[config.mk]
export PLATFORM = sky130hd
export DESIGN_NAME = ne_fp_e_align_pipe_flat
export DESIGN_NICKNAME = d
export VERILOG_FILES = /design/src/rtl/ne_fp_e_align_pipe_pkg.sv /design/src/rtl/ne_fp_e_align_pipe_if.sv /design/src/rtl/ne_fp_smax_tree.sv /design/src/rtl/ne_fp_e_align_pipe.sv /design/src/flat_wrapper.sv
export SDC_FILE = /design/constraint.sdc
export NUM_CORES = 2
export LEC_CHECK = 0
export CORE_ASPECT_RATIO = 1.1
export CORE_MARGIN = 4
export CORE_UTILIZATION = 63
export CTS_CLUSTER_SIZE = 25
export DETAILED_ROUTE_END_ITERATION = 8
export PLACE_DENSITY = 0.85
export SLEW_MARGIN = 40
export SYNTH_ARGS = -nofsm -noshare
export SYNTH_HDL_FRONTEND = slang
export SYNTH_SLANG_ARGS = --single-unit
export TNS_END_PERCENT = 30
[constraint.sdc]
create_clock -name clk -period 36.9 [get_ports clk]
set_clock_uncertainty 0.1 [all_clocks]
set_input_delay 5.535 -clock clk [delete_from_list [all_inputs] [get_ports clk]]
set_output_delay 5.535 -clock clk [all_outputs]
set_load 0.1 [all_outputs]
[src/rtl/ne_fp_e_align_pipe_pkg.sv]
`default_nettype none
// ============================================================================
// Package     : ne_fp_align_pkg
// Description : Mode bit indices, default constants and shift saturation
//               helper shared by the exponent-align pipeline.
// Revision    : 1.0 - initial release
// ============================================================================
package ne_fp_align_pkg;

    localparam int MODE_FP4  = 3;
    localparam int MODE_FP16 = 2;
    localparam int MODE_FP8  = 1;
    localparam int MODE_TF32 = 0;

    localparam int DEF_BIAS     = -28;
    localparam int DEF_FP4_EMAX = 'h02D;
    localparam int DEF_THR_FP8  = 25;
    localparam int DEF_THR_FP16 = 26;

    // Negative differences clamp to zero, large ones to the all-ones shift.
    function automatic int unsigned sat_shift(input int diff, input int sw);
        int unsigned lim;
        lim = (32'd1 << sw) - 32'd1;
        if (diff <= 0)
            return 0;
        else if (int'(lim) < diff)
            return lim;
        else
            return int'(diff);
    endfunction

endpackage
`default_nettype wire

[src/rtl/ne_fp_e_align_pipe_if.sv]
`default_nettype none
// ============================================================================
// Interface   : ne_fp_e_align_pipe_if
// Description : Input beat and result handshake bundle of the align pipe.
// Revision    : 1.0 - initial release
// ============================================================================
interface ne_fp_e_align_pipe_if #(
    parameter int LANES = 16,
    parameter int EW    = 9,
    parameter int BW    = 6,
    parameter int SW    = 6
);
    logic                  in_vld;
    logic                  in_rdy;
    logic [3:0]            op_mode;
    logic [LANES*EW-1:0]   a_e;
    logic [LANES*BW-1:0]   b_e;
    logic [LANES-1:0]      lane_msk;
    logic                  out_vld;
    logic                  out_rdy;
    logic [3:0]            out_mode;
    logic [EW-1:0]         e_max;
    logic [LANES*SW-1:0]   a_e_sub;
    logic [LANES*SW-1:0]   b_e_sub;
    logic [LANES-1:0]      a_e_ovf;
    logic [LANES-1:0]      b_e_ovf;

    modport master (
        output in_vld, op_mode, a_e, b_e, lane_msk, out_rdy,
        input  in_rdy, out_vld, out_mode, e_max, a_e_sub, b_e_sub, a_e_ovf, b_e_ovf
    );

    modport slave (
        input  in_vld, op_mode, a_e, b_e, lane_msk, out_rdy,
        output in_rdy, out_vld, out_mode, e_max, a_e_sub, b_e_sub, a_e_ovf, b_e_ovf
    );
endinterface
`default_nettype wire

[src/rtl/ne_fp_smax_tree.sv]
`default_nettype none
// ============================================================================
// Module      : ne_fp_smax_tree
// Description : Combinational signed maximum over N masked W-bit inputs.
// Revision    : 1.0 - initial release
// ============================================================================
module ne_fp_smax_tree #(
    parameter int N = 4,
    parameter int W = 9
) (
    input  wire logic [N*W-1:0]    din,
    input  wire logic [N-1:0]      msk,
    output logic signed [W-1:0]    dmax
);
    // Excluded inputs fall back to the most negative code, the identity for max.
    localparam logic signed [W-1:0] c_most_neg = {1'b1, {(W-1){1'b0}}};

    always_comb begin
        dmax = c_most_neg;
        for (int i = 0; i < N; i++) begin
            if (msk[i] && ($signed(din[i*W +: W]) > dmax))
                dmax = din[i*W +: W];
        end
    end
endmodule
`default_nettype wire

[src/rtl/ne_fp_e_align_pipe.sv]
`default_nettype none
// ============================================================================
// Module      : ne_fp_e_align_pipe
// Description : Three-stage handshaked block-max exponent and per-lane
//               saturated shift / shifted-out flag generator.
// Revision    : 1.0 - initial release
// ============================================================================
module ne_fp_e_align_pipe
    import ne_fp_align_pkg::*;
#(
    parameter int LANES    = 16,
    parameter int GRP      = 4,
    parameter int EW       = 9,
    parameter int BW       = 6,
    parameter int SW       = 6,
    parameter int BIAS     = DEF_BIAS,
    parameter int FP4_EMAX = DEF_FP4_EMAX,
    parameter int THR_FP8  = DEF_THR_FP8,
    parameter int THR_FP16 = DEF_THR_FP16
) (
    input  wire logic               clk,
    input  wire logic               rst_n,
    ne_fp_e_align_pipe_if.slave     bus
);
    localparam int NG = LANES / GRP;
    localparam int NF = 2 * NG + 1;
    localparam logic [EW-1:0] c_bias     = EW'(BIAS);
    localparam logic [EW-1:0] c_fp4_emax = EW'(FP4_EMAX);

    // ---------------- flow control (bubble collapse) ----------------
    logic r1_vld, r2_vld, r3_vld;
    logic w_ld1, w_ld2, w_ld3;

    assign w_ld3      = !r3_vld || bus.out_rdy;
    assign w_ld2      = !r2_vld || w_ld3;
    assign w_ld1      = !r1_vld || w_ld2;
    assign bus.in_rdy = w_ld1;

    // ---------------- S1: group maxima ----------------
    logic [LANES*EW-1:0] w_b_ext;
    logic [NG*EW-1:0]    w_ga_max, w_gb_max;

    generate
        for (genvar l = 0; l < LANES; l++) begin : g_bext
            logic signed [BW-1:0] w_b;
            assign w_b                 = bus.b_e[l*BW +: BW];
            assign w_b_ext[l*EW +: EW] = EW'(w_b);
        end
        for (genvar g = 0; g < NG; g++) begin : g_grp
            ne_fp_smax_tree #(.N(GRP), .W(EW)) u_amax (
                .din  (bus.a_e[g*GRP*EW +: GRP*EW]),
                .msk  (bus.lane_msk[g*GRP +: GRP]),
                .dmax (w_ga_max[g*EW +: EW])
            );
            ne_fp_smax_tree #(.N(GRP), .W(EW)) u_bmax (
                .din  (w_b_ext[g*GRP*EW +: GRP*EW]),
                .msk  (bus.lane_msk[g*GRP +: GRP]),
                .dmax (w_gb_max[g*EW +: EW])
            );
        end
    endgenerate

    logic [3:0]          r1_mode;
    logic [LANES*EW-1:0] r1_a_e;
    logic [LANES*BW-1:0] r1_b_e;
    logic [LANES-1:0]    r1_msk;
    logic [NG*EW-1:0]    r1_ga_max, r1_gb_max;

    always_ff @(posedge clk or negedge rst_n) begin
        if (!rst_n) begin
            r1_vld    <= 1'b0;
            r1_mode   <= '0;
            r1_a_e    <= '0;
            r1_b_e    <= '0;
            r1_msk    <= '0;
            r1_ga_max <= '0;
            r1_gb_max <= '0;
        end else if (w_ld1) begin
            r1_vld <= bus.in_vld;
            if (bus.in_vld) begin
                r1_mode   <= bus.op_mode;
                r1_a_e    <= bus.a_e;
                r1_b_e    <= bus.b_e;
                r1_msk    <= bus.lane_msk;
                r1_ga_max <= w_ga_max;
                r1_gb_max <= w_gb_max;
            end
        end
    end

    // ---------------- S2: final max and mode select ----------------
    logic signed [EW-1:0] w_fin_max;
    logic [EW-1:0]        w_e_max_s2;

    // b group maxima only take part when FP8 is the effective mode.
    ne_fp_smax_tree #(.N(NF), .W(EW)) u_fmax (
        .din  ({c_bias, r1_gb_max, r1_ga_max}),
        .msk  ({1'b1, {NG{r1_mode[MODE_FP8] & !r1_mode[MODE_FP4]}}, {NG{1'b1}}}),
        .dmax (w_fin_max)
    );

    always_comb begin
        w_e_max_s2 = '0;
        if (r1_mode[MODE_FP4])
            w_e_max_s2 = c_fp4_emax;
        else if (r1_mode[MODE_FP8] || r1_mode[MODE_FP16])
            w_e_max_s2 = w_fin_max;
    end

    logic [3:0]          r2_mode;
    logic [LANES*EW-1:0] r2_a_e;
    logic [LANES*BW-1:0] r2_b_e;
    logic [LANES-1:0]    r2_msk;
    logic [EW-1:0]       r2_e_max;

    always_ff @(posedge clk or negedge rst_n) begin
        if (!rst_n) begin
            r2_vld   <= 1'b0;
            r2_mode  <= '0;
            r2_a_e   <= '0;
            r2_b_e   <= '0;
            r2_msk   <= '0;
            r2_e_max <= '0;
        end else if (w_ld2) begin
            r2_vld <= r1_vld;
            if (r1_vld) begin
                r2_mode  <= r1_mode;
                r2_a_e   <= r1_a_e;
                r2_b_e   <= r1_b_e;
                r2_msk   <= r1_msk;
                r2_e_max <= w_e_max_s2;
            end
        end
    end

    // ---------------- S3: subtract, saturate, flag ----------------
    logic w_fp4, w_fp8, w_fp16;
    logic [LANES*SW-1:0] w_a_sub, w_b_sub;
    logic [LANES-1:0]    w_a_ovf, w_b_ovf;

    assign w_fp4  = r2_mode[MODE_FP4];
    assign w_fp8  = !w_fp4 && r2_mode[MODE_FP8];
    assign w_fp16 = !w_fp4 && !r2_mode[MODE_FP8] && r2_mode[MODE_FP16];

    always_comb begin
        logic signed [EW-1:0] v_em;
        logic signed [EW-1:0] v_ea;
        logic signed [BW-1:0] v_eb;
        logic signed [EW:0]   v_diff_a;
        logic signed [EW:0]   v_diff_b;
        int unsigned          v_sat_a;
        int unsigned          v_sat_b;
        v_em     = r2_e_max;
        v_ea     = '0;
        v_eb     = '0;
        v_diff_a = '0;
        v_diff_b = '0;
        v_sat_a  = 0;
        v_sat_b  = 0;
        w_a_sub  = '0;
        w_b_sub  = '0;
        w_a_ovf  = '0;
        w_b_ovf  = '0;
        for (int i = 0; i < LANES; i++) begin
            v_ea     = r2_a_e[i*EW +: EW];
            v_eb     = r2_b_e[i*BW +: BW];
            v_diff_a = {v_em[EW-1], v_em} - {v_ea[EW-1], v_ea};
            v_diff_b = {v_em[EW-1], v_em} - {{(EW+1-BW){v_eb[BW-1]}}, v_eb};
            v_sat_a  = sat_shift(int'(v_diff_a), SW);
            v_sat_b  = sat_shift(int'(v_diff_b), SW);
            if (r2_msk[i]) begin
                if (w_fp4 || w_fp8 || w_fp16)
                    w_a_sub[i*SW +: SW] = v_sat_a[SW-1:0];
                w_a_ovf[i] = (w_fp8  && (int'(v_diff_a) >= THR_FP8)) ||
                             (w_fp16 && (int'(v_diff_a) >= THR_FP16));
                if (w_fp4 || w_fp8)
                    w_b_sub[i*SW +: SW] = v_sat_b[SW-1:0];
                w_b_ovf[i] = w_fp8 && (int'(v_diff_b) >= THR_FP8);
            end else begin
                w_a_ovf[i] = w_fp8 || w_fp16;
                w_b_ovf[i] = w_fp8;
            end
        end
    end

    logic [3:0]          r3_mode;
    logic [EW-1:0]       r3_e_max;
    logic [LANES*SW-1:0] r3_a_sub, r3_b_sub;
    logic [LANES-1:0]    r3_a_ovf, r3_b_ovf;

    always_ff @(posedge clk or negedge rst_n) begin
        if (!rst_n) begin
            r3_vld   <= 1'b0;
            r3_mode  <= '0;
            r3_e_max <= '0;
            r3_a_sub <= '0;
            r3_b_sub <= '0;
            r3_a_ovf <= '0;
            r3_b_ovf <= '0;
        end else if (w_ld3) begin
            r3_vld <= r2_vld;
            if (r2_vld) begin
                r3_mode  <= r2_mode;
                r3_e_max <= r2_e_max;
                r3_a_sub <= w_a_sub;
                r3_b_sub <= w_b_sub;
                r3_a_ovf <= w_a_ovf;
                r3_b_ovf <= w_b_ovf;
            end
        end
    end

    assign bus.out_vld  = r3_vld;
    assign bus.out_mode = r3_mode;
    assign bus.e_max    = r3_e_max;
    assign bus.a_e_sub  = r3_a_sub;
    assign bus.b_e_sub  = r3_b_sub;
    assign bus.a_e_ovf  = r3_a_ovf;
    assign bus.b_e_ovf  = r3_b_ovf;
endmodule
`default_nettype wire

[src/flat_wrapper.sv]
// flat-port wrapper written by rule: the top's interface ports become plain ports
module ne_fp_e_align_pipe_flat import ne_fp_align_pkg::*;
#(
    parameter int LANES    = 16,
    parameter int GRP      = 4,
    parameter int EW       = 9,
    parameter int BW       = 6,
    parameter int SW       = 6,
    parameter int BIAS     = DEF_BIAS,
    parameter int FP4_EMAX = DEF_FP4_EMAX,
    parameter int THR_FP8  = DEF_THR_FP8,
    parameter int THR_FP16 = DEF_THR_FP16
)
  (clk, rst_n, bus_in_vld, bus_op_mode, bus_a_e, bus_b_e, bus_lane_msk, bus_out_rdy, bus_in_rdy, bus_out_vld, bus_out_mode, bus_e_max, bus_a_e_sub, bus_b_e_sub, bus_a_e_ovf, bus_b_e_ovf);
  ne_fp_e_align_pipe_if #(.LANES(LANES), .EW(EW), .BW(BW), .SW(SW)) bus_i ();
  input  wire logic clk;
  input  wire logic rst_n;
  input wire logic [$bits(bus_i.in_vld)-1:0] bus_in_vld;
  input wire logic [$bits(bus_i.op_mode)-1:0] bus_op_mode;
  input wire logic [$bits(bus_i.a_e)-1:0] bus_a_e;
  input wire logic [$bits(bus_i.b_e)-1:0] bus_b_e;
  input wire logic [$bits(bus_i.lane_msk)-1:0] bus_lane_msk;
  input wire logic [$bits(bus_i.out_rdy)-1:0] bus_out_rdy;
  output wire logic [$bits(bus_i.in_rdy)-1:0] bus_in_rdy;
  output wire logic [$bits(bus_i.out_vld)-1:0] bus_out_vld;
  output wire logic [$bits(bus_i.out_mode)-1:0] bus_out_mode;
  output wire logic [$bits(bus_i.e_max)-1:0] bus_e_max;
  output wire logic [$bits(bus_i.a_e_sub)-1:0] bus_a_e_sub;
  output wire logic [$bits(bus_i.b_e_sub)-1:0] bus_b_e_sub;
  output wire logic [$bits(bus_i.a_e_ovf)-1:0] bus_a_e_ovf;
  output wire logic [$bits(bus_i.b_e_ovf)-1:0] bus_b_e_ovf;
  assign bus_i.in_vld = bus_in_vld;
  assign bus_i.op_mode = bus_op_mode;
  assign bus_i.a_e = bus_a_e;
  assign bus_i.b_e = bus_b_e;
  assign bus_i.lane_msk = bus_lane_msk;
  assign bus_i.out_rdy = bus_out_rdy;
  assign bus_in_rdy = bus_i.in_rdy;
  assign bus_out_vld = bus_i.out_vld;
  assign bus_out_mode = bus_i.out_mode;
  assign bus_e_max = bus_i.e_max;
  assign bus_a_e_sub = bus_i.a_e_sub;
  assign bus_b_e_sub = bus_i.b_e_sub;
  assign bus_a_e_ovf = bus_i.a_e_ovf;
  assign bus_b_e_ovf = bus_i.b_e_ovf;
  ne_fp_e_align_pipe #(.LANES(LANES), .GRP(GRP), .EW(EW), .BW(BW), .SW(SW), .BIAS(BIAS), .FP4_EMAX(FP4_EMAX), .THR_FP8(THR_FP8), .THR_FP16(THR_FP16)) u_core (.clk(clk), .rst_n(rst_n), .bus(bus_i));
endmodule
==> images/port_trees.png <==
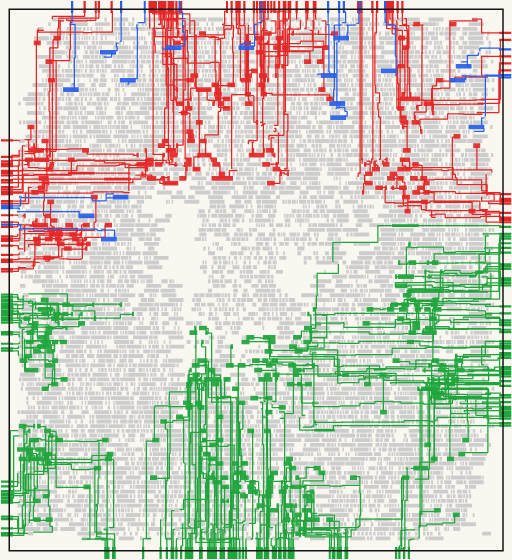
port	color	direction	edge	end cells	buffers	wire
bus_a_e	green	input	67 bottom, 46 right, 31 left	332	144	12600 µm
bus_b_e	red	input	55 top, 28 left, 13 right	236	96	7300 µm
bus_b_e_ovf	blue	output	10 top, 3 right, 3 left	16	16	782 µm
IO Pins: 503
port bufs: 502

==> images/class_map.png <==
Bar = 100 µm.
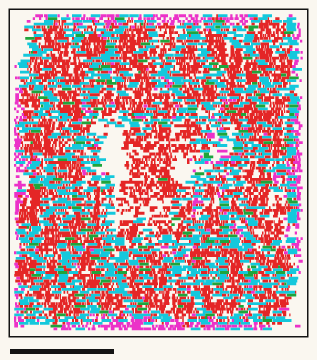
class	color	cells	share of their area
sequential cells	cyan	833	34%
remaining buffers and delay cells	magenta	544	7.2%
remaining logic cells	red	5094	53%
clock drivers and dummy loads	green	160	4.9%

==> images/sizing.png <==
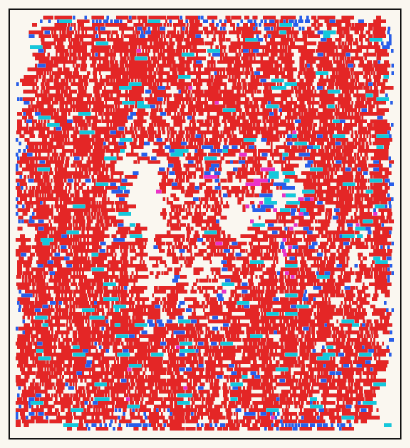
size	color	cells	most used
x6 and larger	cyan	144	clkbuf_16
x3 and x4	magenta	35	buf_4
x2	blue	517	buf_2
x1 and smaller	red	5935	nand2_1
design area: 62000 µm²
nonclk buf count: 544
Setup WS post-layout: 22.43 ns
Area Growth Syn to Fin: 15.4%

==> images/congestion_map.png <==
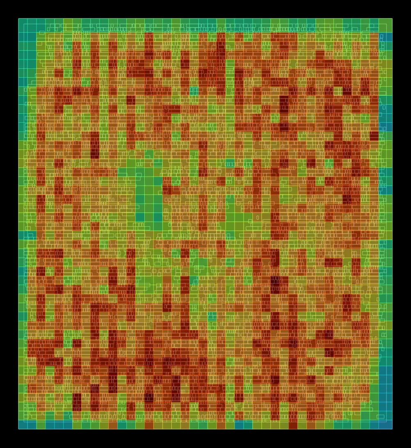
gr busiest metal: met2
all-layer global routing usage: 0.355

==> summary.txt <==
flow finished, numbers: status finished clean, main flop type dfrtp_1, clk_lat worst skew 0.66 ns, worst-margin pin slew 0.897 ns, Critical Path Max Stage Delay 0.66 ns, post-layout minimum cycle time 14.47 ns, initial antenna violation count 21, Hold Crit Class flip-flop to flip-flop, Biggest consumer combinational cells, Top cells excl fill/tap 1007 x nand2_1, 825 x dfrtp_1, 775 x o21ai_0, 646 x inv_1, 540 x ha_1, fp util 0.635, mapped cell area 53700 µm², most frequent logic cell in the layout nand2_1, Final nets 7397, Req. time, crit path 37.32 ns, CTS Buf Count 88, clock sinks 833, Final Util 0.732, ys cells 6092, share of layout cells above drive strength 1 0.105, post-CTS sizing 0, CTS Buffer Depth 3, most common library cells after synthesis 1010 x nand2_1, 833 x dfrtp_1, 775 x o21ai_0, Setup TNS 0 ns, DR vias/cell 6.01, vias in the first global route approximately 46000, period utilization 0.392, Core Rows 112, gr ovfl total 0, Slew HR 0.402, initial drt markers 4075, Routability Congestion around 0.94, Flops after synth 833, Post-synth ARST share 1.00, Power per Cell Area 103 nW/µm², final wirelength 163 mm, Post-synth EDFFs 0, Routed Antenna Nets 0, post-CTS setup buffers 0, f_max 0.0691 GHz, Reg power frac 0.214, Yosys warnings 0, Total Power 6.36 mW, largest net degree at the start of global routing just under 200, drt wl/cell 20.9 µm, die area between 90000 and 100000 µm², Final setup viols 0, syn_nets 6928, r2r setup slk 22.43 ns, Worst setup EP type flip-flop
==> critical path, delay by kind of cell (launching register included) <==
kind | cells | cell delay, ns
adders and majority gates | 7 | 2.09
buffers and inverters | 1 | 0.09
AOI/OAI and AO/OA | 24 | 7.00
muxes | 1 | 0.37
and+or+nand+nor | 17 | 4.25
DFF | 1 | 0.42
==> final cells by class <==
type	count	area [µm²]
antenna	20	50.0
fill	6329	22700
sequential	833	20900
clock buffer	127	2600
clock inverter	33	390
timing repair buffer	544	4330
tap	1140	1430
inverter	647	2430
multi-input combinational	4447	29900
==> kinds of logic after synthesis <==
logic type / count (synthesis) / synth area share
AND-OR/OR-AND: 1457 / 0.162
XOR/XNOR: 150 / 0.0245
adder cells (fa/ha/maj): 572 / 0.138
buffers and inverters: 812 / 0.0569
flip-flops: 833 / 0.388
multiplexers: 380 / 0.0758
AND/OR/NAND/NOR: 1888 / 0.155
==> per-layer routing <==
layer  up-vias  track usage  routed length (µm)
met3       493       0.0563               11800
met4         8        0.194               10100
met5         -            0                  51
met1     22700        0.451               64500
li1      21800            -                   -
met2      1824        0.587               76400
==> state kept, by name, summed over array words and instances, names as in the netlist <==
signal / flops
u_core.bus.a_e_ovf: 16
u_core.bus.a_e_sub: 96
u_core.bus.b_e_ovf: 16
u_core.bus.b_e_sub: 96
u_core.bus.e_max: 9
u_core.bus.out_mode: 4
u_core.bus.out_vld: 1
u_core.r1_a_e: 144
u_core.r1_b_e: 96
u_core.r1_ga_max: 36
u_core.r1_gb_max: 28
u_core.r1_mode: 4
u_core.r1_msk: 16
u_core.r1_vld: 1
u_core.r2_a_e: 144
u_core.r2_b_e: 96
u_core.r2_e_max: 9
u_core.r2_mode: 4
u_core.r2_msk: 16
u_core.r2_vld: 1
Power and IR drop assume default switching activity.
